--- src/rtl/traffic_apb_arbiter_pkg.sv ---
// Shared types and constants for the traffic-controller APB arbiter.
package traffic_apb_pkg;

  typedef enum logic [1:0] {
    StIdle,
    StSetup,
    StAccess
  } apb_state_e;

  localparam logic [31:0] CTL_ADDR    = 32'h0000_0000;
  localparam logic [31:0] TIMER0_ADDR = 32'h0000_0004;
  localparam logic [31:0] TIMER1_ADDR = 32'h0000_0008;

  localparam int unsigned DEFAULT_TIMEOUT = 16;

endpackage

--- src/rtl/traffic_apb_arbiter_if.sv ---
// APB bus bundle between the arbiter (master) and the traffic register slave.
interface traffic_apb_if #(
  parameter int unsigned ADDR_W = 32,
  parameter int unsigned DATA_W = 32
);
  logic              psel;
  logic              penable;
  logic              pwrite;
  logic [ADDR_W-1:0] paddr;
  logic [DATA_W-1:0] pwdata;
  logic [DATA_W-1:0] prdata;
  logic              pready;
  logic              pslverr;

  modport master (
    output psel, penable, pwrite, paddr, pwdata,
    input  prdata, pready, pslverr
  );

  modport slave (
    input  psel, penable, pwrite, paddr, pwdata,
    output prdata, pready, pslverr
  );
endinterface

--- src/rtl/traffic_apb_arbiter_rr_arbiter.sv ---
// Round-robin requester selection; search starts one past the last granted index.
module rr_arbiter #(
  parameter int unsigned NREQ = 2
) (
  input  logic            pclk,
  input  logic            presetn,
  input  logic [NREQ-1:0] i_req,
  input  logic [NREQ-1:0] i_mask,
  input  logic            i_advance,
  output logic [NREQ-1:0] o_grant,
  output logic [1:0]      o_grant_id,
  output logic            o_valid
);
  logic [1:0] r_last;
  logic [3:0] w_elig;
  logic [1:0] w_idx;

  // Padded to four so the 2-bit index is always in range.
  assign w_elig = 4'(i_req & ~i_mask);

  always_comb begin
    o_valid    = 1'b0;
    o_grant_id = '0;
    w_idx      = '0;
    for (int unsigned k = 1; k <= NREQ; k++) begin
      w_idx = 2'((32'(r_last) + k) % NREQ);
      if (!o_valid && w_elig[w_idx]) begin
        o_valid    = 1'b1;
        o_grant_id = w_idx;
      end
    end
  end

  assign o_grant = o_valid ? (NREQ'(1) << o_grant_id) : '0;

  always_ff @(posedge pclk or negedge presetn) begin
    if (!presetn) begin
      r_last <= 2'(NREQ - 1);
    end else if (i_advance && o_valid) begin
      r_last <= o_grant_id;
    end
  end
endmodule

--- src/rtl/traffic_apb_arbiter.sv ---
// Shares one APB slave between NREQ requesters: round-robin grant, SETUP/ACCESS, timeout abort.
module traffic_apb_arbiter
  import traffic_apb_pkg::*;
#(
  parameter int unsigned NREQ    = 2,
  parameter int unsigned ADDR_W  = 32,
  parameter int unsigned DATA_W  = 32,
  parameter int unsigned TIMEOUT = DEFAULT_TIMEOUT
) (
  input  logic                     pclk,
  input  logic                     presetn,
  input  logic [NREQ-1:0]          i_req,
  input  logic [NREQ-1:0]          i_req_write,
  input  logic [NREQ*ADDR_W-1:0]   i_req_addr,
  input  logic [NREQ*DATA_W-1:0]   i_req_wdata,
  output logic [NREQ-1:0]          o_done,
  output logic [DATA_W-1:0]        o_rsp_rdata,
  output logic                     o_rsp_err,
  output logic                     o_busy,
  output logic [1:0]               o_grant_id,
  traffic_apb_if.master            apb
);
  localparam int unsigned CNT_W = $clog2(TIMEOUT + 1);

  apb_state_e        r_state;
  logic [CNT_W-1:0]  r_cnt;
  logic              r_psel, r_penable, r_pwrite, r_busy, r_rsp_err;
  logic [ADDR_W-1:0] r_paddr;
  logic [DATA_W-1:0] r_pwdata, r_rsp_rdata;
  logic [NREQ-1:0]   r_done, r_grant_oh;
  logic [1:0]        r_grant_id;

  logic [NREQ-1:0]   w_grant;
  logic [1:0]        w_grant_id;
  logic              w_valid, w_advance;
  logic              w_sel_write;
  logic [ADDR_W-1:0] w_sel_addr;
  logic [DATA_W-1:0] w_sel_wdata;

  assign w_advance = (r_state == StIdle);

  // Requesters are ineligible during their own done cycle.
  rr_arbiter #(.NREQ(NREQ)) u_rr (
    .pclk       (pclk),
    .presetn    (presetn),
    .i_req      (i_req),
    .i_mask     (r_done),
    .i_advance  (w_advance),
    .o_grant    (w_grant),
    .o_grant_id (w_grant_id),
    .o_valid    (w_valid)
  );

  always_comb begin
    w_sel_write = 1'b0;
    w_sel_addr  = '0;
    w_sel_wdata = '0;
    for (int i = 0; i < int'(NREQ); i++) begin
      if (w_grant[i]) begin
        w_sel_write = i_req_write[i];
        w_sel_addr  = i_req_addr[i*ADDR_W +: ADDR_W];
        w_sel_wdata = i_req_wdata[i*DATA_W +: DATA_W];
      end
    end
  end

  always_ff @(posedge pclk or negedge presetn) begin
    if (!presetn) begin
      r_state     <= StIdle;
      r_cnt       <= '0;
      r_psel      <= 1'b0;
      r_penable   <= 1'b0;
      r_pwrite    <= 1'b0;
      r_paddr     <= '0;
      r_pwdata    <= '0;
      r_busy      <= 1'b0;
      r_done      <= '0;
      r_grant_oh  <= '0;
      r_grant_id  <= '0;
      r_rsp_rdata <= '0;
      r_rsp_err   <= 1'b0;
    end else begin
      r_done <= '0;
      unique case (r_state)
        StIdle: begin
          if (w_valid && w_advance) begin
            r_psel     <= 1'b1;
            r_busy     <= 1'b1;
            r_pwrite   <= w_sel_write;
            r_paddr    <= w_sel_addr;
            r_pwdata   <= w_sel_wdata;
            r_grant_oh <= w_grant;
            r_grant_id <= w_grant_id;
            r_state    <= StSetup;
          end
        end
        StSetup: begin
          r_penable <= 1'b1;
          r_cnt     <= '0;
          r_state   <= StAccess;
        end
        StAccess: begin
          if (apb.pready || (r_cnt == CNT_W'(TIMEOUT - 1))) begin
            r_psel      <= 1'b0;
            r_penable   <= 1'b0;
            r_busy      <= 1'b0;
            r_done      <= r_grant_oh;
            r_rsp_rdata <= (apb.pready && !r_pwrite) ? apb.prdata : '0;
            r_rsp_err   <= apb.pready ? apb.pslverr : 1'b1;
            r_state     <= StIdle;
          end else if (r_cnt != {CNT_W{1'b1}}) begin
            r_cnt <= r_cnt + 1'b1;
          end
        end
        default: r_state <= StIdle;
      endcase
    end
  end

  assign apb.psel    = r_psel;
  assign apb.penable = r_penable;
  assign apb.pwrite  = r_pwrite;
  assign apb.paddr   = r_paddr;
  assign apb.pwdata  = r_pwdata;
  assign o_done      = r_done;
  assign o_rsp_rdata = r_rsp_rdata;
  assign o_rsp_err   = r_rsp_err;
  assign o_busy      = r_busy;
  assign o_grant_id  = r_grant_id;
endmodule

--- src/flat_wrapper.sv ---
// flat-port wrapper written by rule: the top's interface ports become plain ports
module traffic_apb_arbiter_flat import traffic_apb_pkg::*;
#(
  parameter int unsigned NREQ    = 2,
  parameter int unsigned ADDR_W  = 32,
  parameter int unsigned DATA_W  = 32,
  parameter int unsigned TIMEOUT = DEFAULT_TIMEOUT
)
  (pclk, presetn, i_req, i_req_write, i_req_addr, i_req_wdata, o_done, o_rsp_rdata, o_rsp_err, o_busy, o_grant_id, apb_psel, apb_penable, apb_pwrite, apb_paddr, apb_pwdata, apb_prdata, apb_pready, apb_pslverr);
  traffic_apb_if #(.ADDR_W(ADDR_W), .DATA_W(DATA_W)) apb_i ();
  input  logic pclk;
  input  logic presetn;
  input  logic [NREQ-1:0] i_req;
  input  logic [NREQ-1:0] i_req_write;
  input  logic [NREQ*ADDR_W-1:0] i_req_addr;
  input  logic [NREQ*DATA_W-1:0] i_req_wdata;
  output logic [NREQ-1:0] o_done;
  output logic [DATA_W-1:0] o_rsp_rdata;
  output logic o_rsp_err;
  output logic o_busy;
  output logic [1:0] o_grant_id;
  output wire logic [$bits(apb_i.psel)-1:0] apb_psel;
  output wire logic [$bits(apb_i.penable)-1:0] apb_penable;
  output wire logic [$bits(apb_i.pwrite)-1:0] apb_pwrite;
  output wire logic [$bits(apb_i.paddr)-1:0] apb_paddr;
  output wire logic [$bits(apb_i.pwdata)-1:0] apb_pwdata;
  input wire logic [$bits(apb_i.prdata)-1:0] apb_prdata;
  input wire logic [$bits(apb_i.pready)-1:0] apb_pready;
  input wire logic [$bits(apb_i.pslverr)-1:0] apb_pslverr;
  assign apb_psel = apb_i.psel;
  assign apb_penable = apb_i.penable;
  assign apb_pwrite = apb_i.pwrite;
  assign apb_paddr = apb_i.paddr;
  assign apb_pwdata = apb_i.pwdata;
  assign apb_i.prdata = apb_prdata;
  assign apb_i.pready = apb_pready;
  assign apb_i.pslverr = apb_pslverr;
  traffic_apb_arbiter #(.NREQ(NREQ), .ADDR_W(ADDR_W), .DATA_W(DATA_W), .TIMEOUT(TIMEOUT)) u_core (.pclk(pclk), .presetn(presetn), .i_req(i_req), .i_req_write(i_req_write), .i_req_addr(i_req_addr), .i_req_wdata(i_req_wdata), .o_done(o_done), .o_rsp_rdata(o_rsp_rdata), .o_rsp_err(o_rsp_err), .o_busy(o_busy), .o_grant_id(o_grant_id), .apb(apb_i));
endmodule
--- config.mk ---
export PLATFORM = sky130hd
export DESIGN_NAME = traffic_apb_arbiter_flat
export DESIGN_NICKNAME = d
export VERILOG_FILES = /design/src/rtl/traffic_apb_arbiter_pkg.sv /design/src/rtl/traffic_apb_arbiter_if.sv /design/src/rtl/traffic_apb_arbiter_rr_arbiter.sv /design/src/rtl/traffic_apb_arbiter.sv /design/src/flat_wrapper.sv
export SDC_FILE = /design/constraint.sdc
export NUM_CORES = 1
export LEC_CHECK = 0
export CAP_MARGIN = 20
export CORE_UTILIZATION = 41
export CTS_BUF_LIST = sky130_fd_sc_hd__clkbuf_8 sky130_fd_sc_hd__clkbuf_16
export DETAILED_ROUTE_END_ITERATION = 7
export HOLD_SLACK_MARGIN = 0.08
export PLACE_DENSITY_LB_ADDON = 0.08
export SLEW_MARGIN = 20
export SYNTH_ARGS = -nofsm -noshare
export SYNTH_HDL_FRONTEND = slang
export SYNTH_SLANG_ARGS = --single-unit
--- constraint.sdc ---
create_clock -name pclk -period 2.58 [get_ports pclk]
set_input_delay 0.774 -clock pclk [delete_from_list [all_inputs] [get_ports pclk]]
set_output_delay 0.774 -clock pclk [all_outputs]
set_load 0.01 [all_outputs]
Figure 1. Routing congestion (run 1).
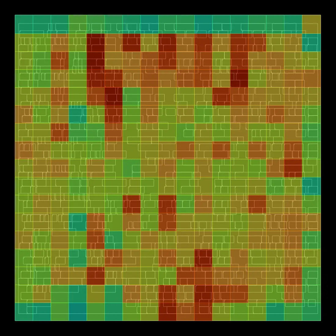
Most Used Layer, Global Route: met2
aggregate global-route resource usage: 25.5%
met2 track utilization from global routing: 41.8%
met1 usage: 29.9%

Figure 2. Routed metal, one color a layer (run 1).
Only two layers are drawn.
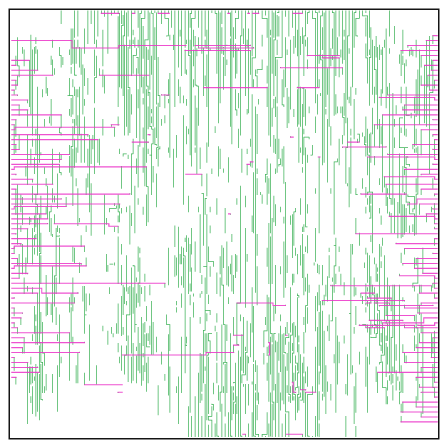
color	layer	wire length
green	met2	8460 µm
magenta	met3	1550 µm
WL per Instance: 18.1 µm
Vias: 5062
final wirelength: 17200 µm

==> reports/qor.txt, run 1 <==
number of resized instances in the post-cts repair step = 0
Critical-path top delay cell = sky130_fd_sc_hd__dfrtp_1
final net count = 941
Row Count = 41
CP cell instances = ha_1 -> and3_1 -> ha_1 -> or3_1 -> or2_0 -> a311o_1
final setup fails = 0
post-synth design cell area = 0.00547 mm²
setup fix buffers added after clock tree synthesis = 0
DRC errors left = 0
Area growth syn-to-layout = 64.2%
CP Launch Point = u_core.r_cnt[0]$_DFFE_PN0P_
drt first pass iters = 4
port bufs = 271
Yosys chip area = 0.00547 mm²
cell count listed in synth_stat.txt = 507
distinct cell type count of the synthesized netlist = 42
number of global-route vias before repair = 5188
number of CTS-inserted buffers = 17
Top Ports = 273
actual slew at the worst max-slew pin = 0.682 ns
maximum number of pins on one net before global-route repair = 68
clock tree from TritonCTS = built
overall die width = 118 µm
endpoint type of the worst setup path = flip-flop
Init Core Util = 42.7%
worst path bufs/invs = 0
fraction of final layout cells with drive strength greater than 1 = 9.50%
Synth Instances = 507
worst clock skew = 0.0104 ns
H-tree depth reported by CTS = 4
clock sink count = 113
clk latency late pin = 0.41 ns
total area of multi-input combinational cells = 0.00233 mm²
post-layout instance area = 0.00899 mm²
Synth Seq Share = 51.7%
data arrival time of the worst path = 2.53 ns
instance area after placement = 0.00835 mm²
most numerous logic cells after layout = sky130_fd_sc_hd__clkdlybuf4s50_1, sky130_fd_sc_hd__dfrtp_1, sky130_fd_sc_hd__nand2_1
CTS Root Cell = sky130_fd_sc_hd__clkbuf_16
shortest clock period the worst path allows after layout = 2.24 ns
filler cell count = 983
clock-pin transition on the worst setup and hold timing paths = 0.05 ns
kind of critical path = reg -> reg
Mapped Nets = 682
vertical extent of the die = 118 µm
antenna cells = 0
Synth Warn # = 0
overflow left after global routing = 0
leakage component of the power = 3.92 nW
number of buffers on the longest clock path = 2
FF-to-FF Start = u_core.r_cnt[0]$_DFFE_PN0P_
kind of start point of the critical path = flip-flop
setup repair after global routing missed its margin = false
synthesis-stage register bit count = 113
cell area power density = 1130 mW/mm²
most numerous logic cell after layout = sky130_fd_sc_hd__clkdlybuf4s50_1
initial antenna violation count = 0
fraction of registers with async set or reset after synthesis = 100%
Setup TNS Final = 0 ns
number of violations reported at the end of detailed-routing iteration 0 = 292
final worst-path cycle share = 86.8%
predominant post-synthesis flop cell = sky130_fd_sc_hd__dfrtp_1
Req. time, crit path = 2.87 ns
number of flops mapped to enable cells by yosys = 0
delay of the slowest critical-path stage = 0.40 ns
largest fanout of any net on the critical path = 5
post-route total power = 0.0102 W
most frequent cell on the critical path = sky130_fd_sc_hd__ha_1
floorplan core area = 0.0128 mm²
max frequency = 447 MHz
HPWL after detailed placement = 12100 µm
first-pass GRT wire length = 27600 µm
Final Hold Fails = 0
Die Outline Area = 0.0138 mm²
hold-fix buffer count after cts = 0
post-route antenna net violation count = 0
Max Cap Violations = 0
Final Max-Slew Violation Tally = 0
outcome = complete, no violations
CP delay by family, top = simple AND/OR/NAND/NOR gates
worst IR drop on VDD = 652 µV
worst hold-check path type = in -> async
Mapped Avg Cell Area = 10.8 µm²
drt via density = 5.32
routability congestion estimate = 0.824
worst slew slack as a fraction of its limit = 53.9%
total number of warnings across the stage logs = 30
Figure 3. Sequential cells colored by netlist name (run 1).
The bar under the picture is 20 µm long.
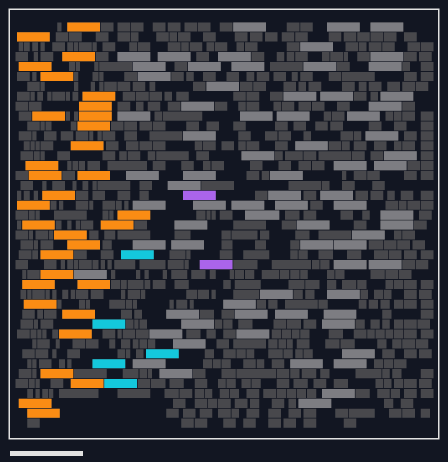
color	netlist name	placed flops
orange	`u_core.o_rsp_rdata`	32
purple	`u_core.r_grant_oh`	2
cyan	`u_core.r_cnt`	5
not colored	74
power consumed by sequential cells: 0.00306 W
final core utilization: 70.1%
FF+latch area: 0.00283 mm²
flip-flop and latch share of the layout cell area: 31.5%

[run 1: flip-flops by register name, indices dropped and copies added, names as in the netlist, 2 cells and up]
signal	flops
u_core.o_rsp_rdata	32
u_core.r_cnt	5
u_core.o_done	2
u_core.apb.pwdata	32
u_core.apb.paddr	32
u_core.r_state	2
u_core.r_grant_oh	2
[run 1: cell type report]
class	instances	share of cell area, %
clock buffer	18	4.89
inverter	11	0.459
multi-input combinational	333	25.9
timing repair buffer	290	32.7
clock inverter	14	2.19
tap	172	2.39
sequential	113	31.5
[run 1: kinds of logic (layout without fill, tap and decap cells)]
group                    Yosys count  in the layout  synth area share, %
multiplexers                      28             28                 5.74
other                              1              1               0.0685
flip-flops                       113            113                 51.7
AND/OR/NAND/NOR                  183            183                 19.5
AND-OR/OR-AND                    114            114                 15.4
buffers and inverters             61            333                 6.06
adder cells (fa/ha/maj)            7              7                 1.60
[run 1: report_power, final]
part           switching (W)  internal, W  leakage, nW  total (W)
sequential          0.000459      0.00261         1.44    0.00306
clock               0.000806      0.00172        0.319    0.00252
combinational        0.00198      0.00259         2.17    0.00457
total                0.00324      0.00691         3.92     0.0102
[run 1: Yosys cell counts, drive strengths merged, types with 2 or more instances]
master / number / area share, %
a21o: 3 / 0.41
a21oi: 3 / 0.27
a221o: 40 / 7.3
a311o: 2 / 0.37
a32oi: 2 / 0.32
and3: 41 / 4.7
and3b: 2 / 0.32
buf: 29 / 3.9
clkbuf: 21 / 1.4
dfrtp: 112 / 51
ha: 7 / 1.6
inv: 11 / 0.75
mux2: 27 / 5.6
nand2: 68 / 4.7
nand2b: 2 / 0.37
nand3b: 50 / 6.9
nor2: 6 / 0.41
nor2b: 3 / 0.34
nor3b: 2 / 0.57
o21ai: 34 / 3.1
o22ai: 27 / 3.1
[run 1: per-layer routing]
layer / routed length, µm / global-route usage, % / part of all wire [%] / vias to the layer above
met5: 0 / 0 / 0 / -
met4: 400 / 10.2 / 2.3 / 0
met3: 1550 / 9.98 / 9.0 / 27
met2: 8460 / 41.8 / 49 / 233
met1: 6820 / 29.9 / 40 / 2434
li1: - / - / - / 2368
[run 1: worst paths after layout]
path                                                endpoint  slack (ns)  cells past startpoint
setup reg to reg                 u_core.r_cnt[3]$_DFFE_PN0P_        0.34                      6
setup / recovery                 u_core.r_cnt[3]$_DFFE_PN0P_        0.34                      6
hold reg to reg             u_core.r_grant_oh[1]$_DFFE_PN0P_        0.48                      1
max in group asynchronous  u_core.u_rr.r_last[0]$_DFFE_PN1P_        1.86                      2
hold / removal              u_core.apb.pwdata[6]$_DFFE_PN0P_        0.16                      1
min in group pclk           u_core.r_grant_oh[1]$_DFFE_PN0P_        0.48                      1
[run 1: metrics by stage]
| stage | setup slack [ns] | hold slack, ns | std cells |
|---|---|---|---|
| detailed placement | 0.0128 | 0.469 | 919 |
| global placement | 0.0521 | 0.459 | 919 |
| finish | 0.341 | 0.164 | 951 |
| CTS | 0.341 | 0.146 | 951 |
| floorplan | 0.533 | 0.449 | 507 |
| global route | 0.238 | 0.149 | 951 |
## Run 2: what changed since run 1
==> constraint.sdc (replaced) <==
create_clock -name pclk -period 2.58 [get_ports pclk]
set_input_delay 0.516 -clock pclk [delete_from_list [all_inputs] [get_ports pclk]]
set_output_delay 0.516 -clock pclk [all_outputs]
set_load 0.01 [all_outputs]
Figure 4. Port wiring (run 2).
The bar under the picture is 20 µm long.
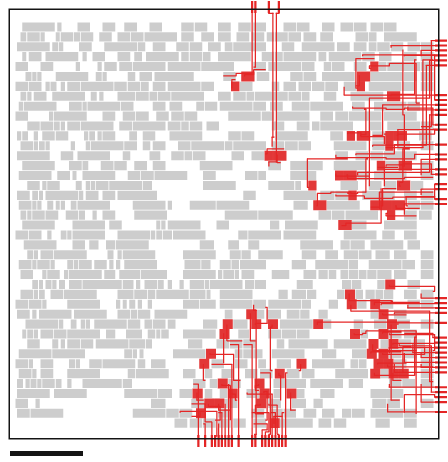
color	port	direction	end cells	buffers	wire
red	`i_req_wdata`	input	64	64	1940 µm
port bufs: 271
Top Ports: 273

Figure 5. Routing congestion (run 2).
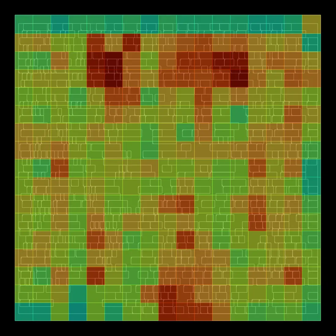
aggregate global-route resource usage: 25.4%
met1 usage: 31.6%
met3 Usage GRT: 8.53%

==> reports/qor.txt, run 2 <==
outcome = complete, no violations
initial antenna violation count = 0
synthesis-stage register bit count = 113
endpoint type of the worst setup path = output pin
clock tree from TritonCTS = built
number of resized instances in the post-cts repair step = 0
post-synth design cell area = 0.00547 mm²
number of flops mapped to enable cells by yosys = 0
filler cell count = 950
routability congestion estimate = 0.816
data arrival time of the worst path = 1.72 ns
final wirelength = 17000 µm
Critical-path top delay cell = sky130_fd_sc_hd__dfrtp_1
capturing point of the worst reg2reg path = u_core.r_cnt[3]$_DFFE_PN0P_
Die Outline Area = 0.0138 mm²
max frequency = 447 MHz
most numerous logic cells after layout = sky130_fd_sc_hd__clkdlybuf4s50_1, sky130_fd_sc_hd__dfrtp_1, sky130_fd_sc_hd__nand2_1
leakage component of the power = 3.91 nW
dominant cell by count in the synthesized netlist = sky130_fd_sc_hd__dfrtp_1
hold-fix buffer count after cts = 0
Synth Instances = 507
worst clock skew = 0.00818 ns
Init Core Util = 42.7%
overflow left after global routing = 0
drt via density = 5.36
overall die width = 118 µm
Final Hold Fails = 0
worst slew slack as a fraction of its limit = 53.2%
fraction of final layout cells with drive strength greater than 1 = 9.77%
actual slew at the worst max-slew pin = 0.693 ns
Yosys chip area = 0.00547 mm²
final worst-path cycle share = 86.8%
Max Cap Violations = 0
final setup fails = 0
Synth Warn # = 0
DRC errors left = 0
area leader, netlist = sky130_fd_sc_hd__dfrtp_1
Mapped Avg Cell Area = 10.8 µm²
cell area power density = 1130 mW/mm²
Mapped Nets = 682
non-filler cells in the finished layout = 950
placed cells = 918
largest fanout of any net on the critical path = 17
Synth Seq Share = 51.7%
kind of start point of the critical path = flip-flop
CP cell instances = clkdlybuf4s50_1
predominant post-synthesis flop cell = sky130_fd_sc_hd__dfrtp_1
most numerous logic cell after layout = sky130_fd_sc_hd__clkdlybuf4s50_1
clk latency late pin = 0.42 ns
setup fix buffers added after clock tree synthesis = 0
FF-to-FF Start = u_core.r_cnt[1]$_DFFE_PN0P_
final net count = 940
total number of warnings across the stage logs = 30
worst IR drop on VDD = 621 µV
worst hold-check path type = in -> async
Final Max-Slew Violation Tally = 0
delay of the slowest critical-path stage = 0.67 ns
shortest clock period the worst path allows after layout = 2.24 ns
Row Count = 41
Vias = 5095
Req. time, crit path = 2.06 ns
H-tree depth reported by CTS = 4
floorplan core area = 0.0128 mm²
number of global-route vias before repair = 5162
setup repair after global routing missed its margin = false
HPWL after detailed placement = 12000 µm
reg2reg setup slack = 0.37 ns
antenna cells = 0
WL per Instance = 17.9 µm
cell count listed in synth_stat.txt = 507
worst path bufs/invs = 1
CP delay by family, top = flip-flops
distinct cell type count of the synthesized netlist = 42
number of buffers on the longest clock path = 2
Reg2Reg Depth = 6
clock-pin transition on the worst setup and hold timing paths = 0.05 ns
Area growth syn-to-layout = 64.2%
drt first pass iters = 5
number of CTS-inserted buffers = 17
maximum number of pins on one net before global-route repair = 68
clock sink count = 113
Post-synth area hogs = sky130_fd_sc_hd__dfrtp_1, sky130_fd_sc_hd__a221o_1, sky130_fd_sc_hd__nand3b_1, sky130_fd_sc_hd__and3_1, sky130_fd_sc_hd__nand2_1
post-route antenna net violation count = 0
kind of critical path = reg -> out
CTS Root Cell = sky130_fd_sc_hd__clkbuf_16
vertical extent of the die = 118 µm
synth cell count leaders = sky130_fd_sc_hd__dfrtp_1, sky130_fd_sc_hd__nand2_1, sky130_fd_sc_hd__nand3b_1, sky130_fd_sc_hd__and3_1, sky130_fd_sc_hd__a221o_1
Setup TNS Final = 0 ns
fraction of registers with async set or reset after synthesis = 100%
first-pass GRT wire length = 27500 µm
top-area cell type share of the netlist area = 51.2%
number of violations reported at the end of detailed-routing iteration 0 = 381
-- run 2: cell count changes in the layout (fill, tap and decap cells not counted) --
cell	change
sky130_fd_sc_hd__inv_1	-3
sky130_fd_sc_hd__buf_12	-2
sky130_fd_sc_hd__clkbuf_8	+2
sky130_fd_sc_hd__clkinv_2	-2
sky130_fd_sc_hd__inv_6	+2
sky130_fd_sc_hd__buf_4	+1
sky130_fd_sc_hd__clkinv_4	+1
-- run 2: metal layers --
layer / up-vias / share of wire (%) / wire length, µm / GRT usage (%)
met1: 2454 / 41 / 6920 / 31.6
met5: - / 0 / 0 / 0
met2: 235 / 48 / 8120 / 39.7
met4: 0 / 3.3 / 564 / 12.4
met3: 37 / 8.4 / 1430 / 8.53
li1: 2369 / - / - / -
-- run 2: kinds of logic after synthesis --
logic type / after synthesis / synth area share [%]
other: 1 / 0.0685
adders and majority gates: 7 / 1.60
muxes: 28 / 5.74
and+or+nand+nor: 183 / 19.5
AOI/OAI and AO/OA: 114 / 15.4
buffers and inverters: 61 / 6.06
DFF: 113 / 51.7
-- run 2: worst max-delay path by stage --
stage	cells after the start	slack (ns)	start	to
floorplan	6	0.53	u_core.r_cnt[0]$_DFFE_PN0P_	u_core.r_cnt[3]$_DFFE_PN0P_
global placement	4	0.32	i_req[1]	u_core.apb.paddr[25]$_DFFE_PN0P_
detailed placement	4	0.27	i_req[1]	u_core.apb.pwdata[30]$_DFFE_PN0P_
CTS	1	0.33	u_core.o_done[1]$_DFF_PN0_	o_done[1]
global route	6	0.18	u_core.r_cnt[0]$_DFFE_PN0P_	u_core.r_cnt[0]$_DFFE_PN0P_
finish	1	0.34	u_core.o_done[0]$_DFF_PN0_	o_done[0]
-- run 2: report_power, final --
group / total [W] / internal [W] / switching, W
clock network: 0.00263 / 0.00179 / 0.000840
registers: 0.00309 / 0.00261 / 0.000482
logic: 0.00447 / 0.00255 / 0.00193
-- run 2: metrics by stage --
stage / hold slack (ns) / worst slack, ns / util, % / cell area (µm²) / power, W
final: 0.142 / 0.342 / 70.1 / 8990 / 0.0102
after global routing: 0.190 / 0.184 / 70.1 / 8990 / 0.0108
after CTS: 0.164 / 0.327 / 70.1 / 8990 / 0.0103
after detailed placement: 0.470 / 0.272 / 64.9 / 8320 / 0.00759
after global placement: 0.460 / 0.323 / 64.9 / 8320 / 0.00745
after floorplan: 0.220 / 0.533 / - / 5470 / 0.00526
-- run 2: cell type report --
type | instances | area (µm²) | share of cell area (%)
clock buffers | 20 | 467 | 5.19
clock inverters | 12 | 201 | 2.24
inverters | 11 | 41.3 | 0.459
multi-input cells | 333 | 2330 | 25.9
flip-flops and latches | 113 | 2830 | 31.5
well taps | 172 | 215 | 2.39
repair buffers | 289 | 2910 | 32.4
Power is estimated from default activity; no workload was simulated.
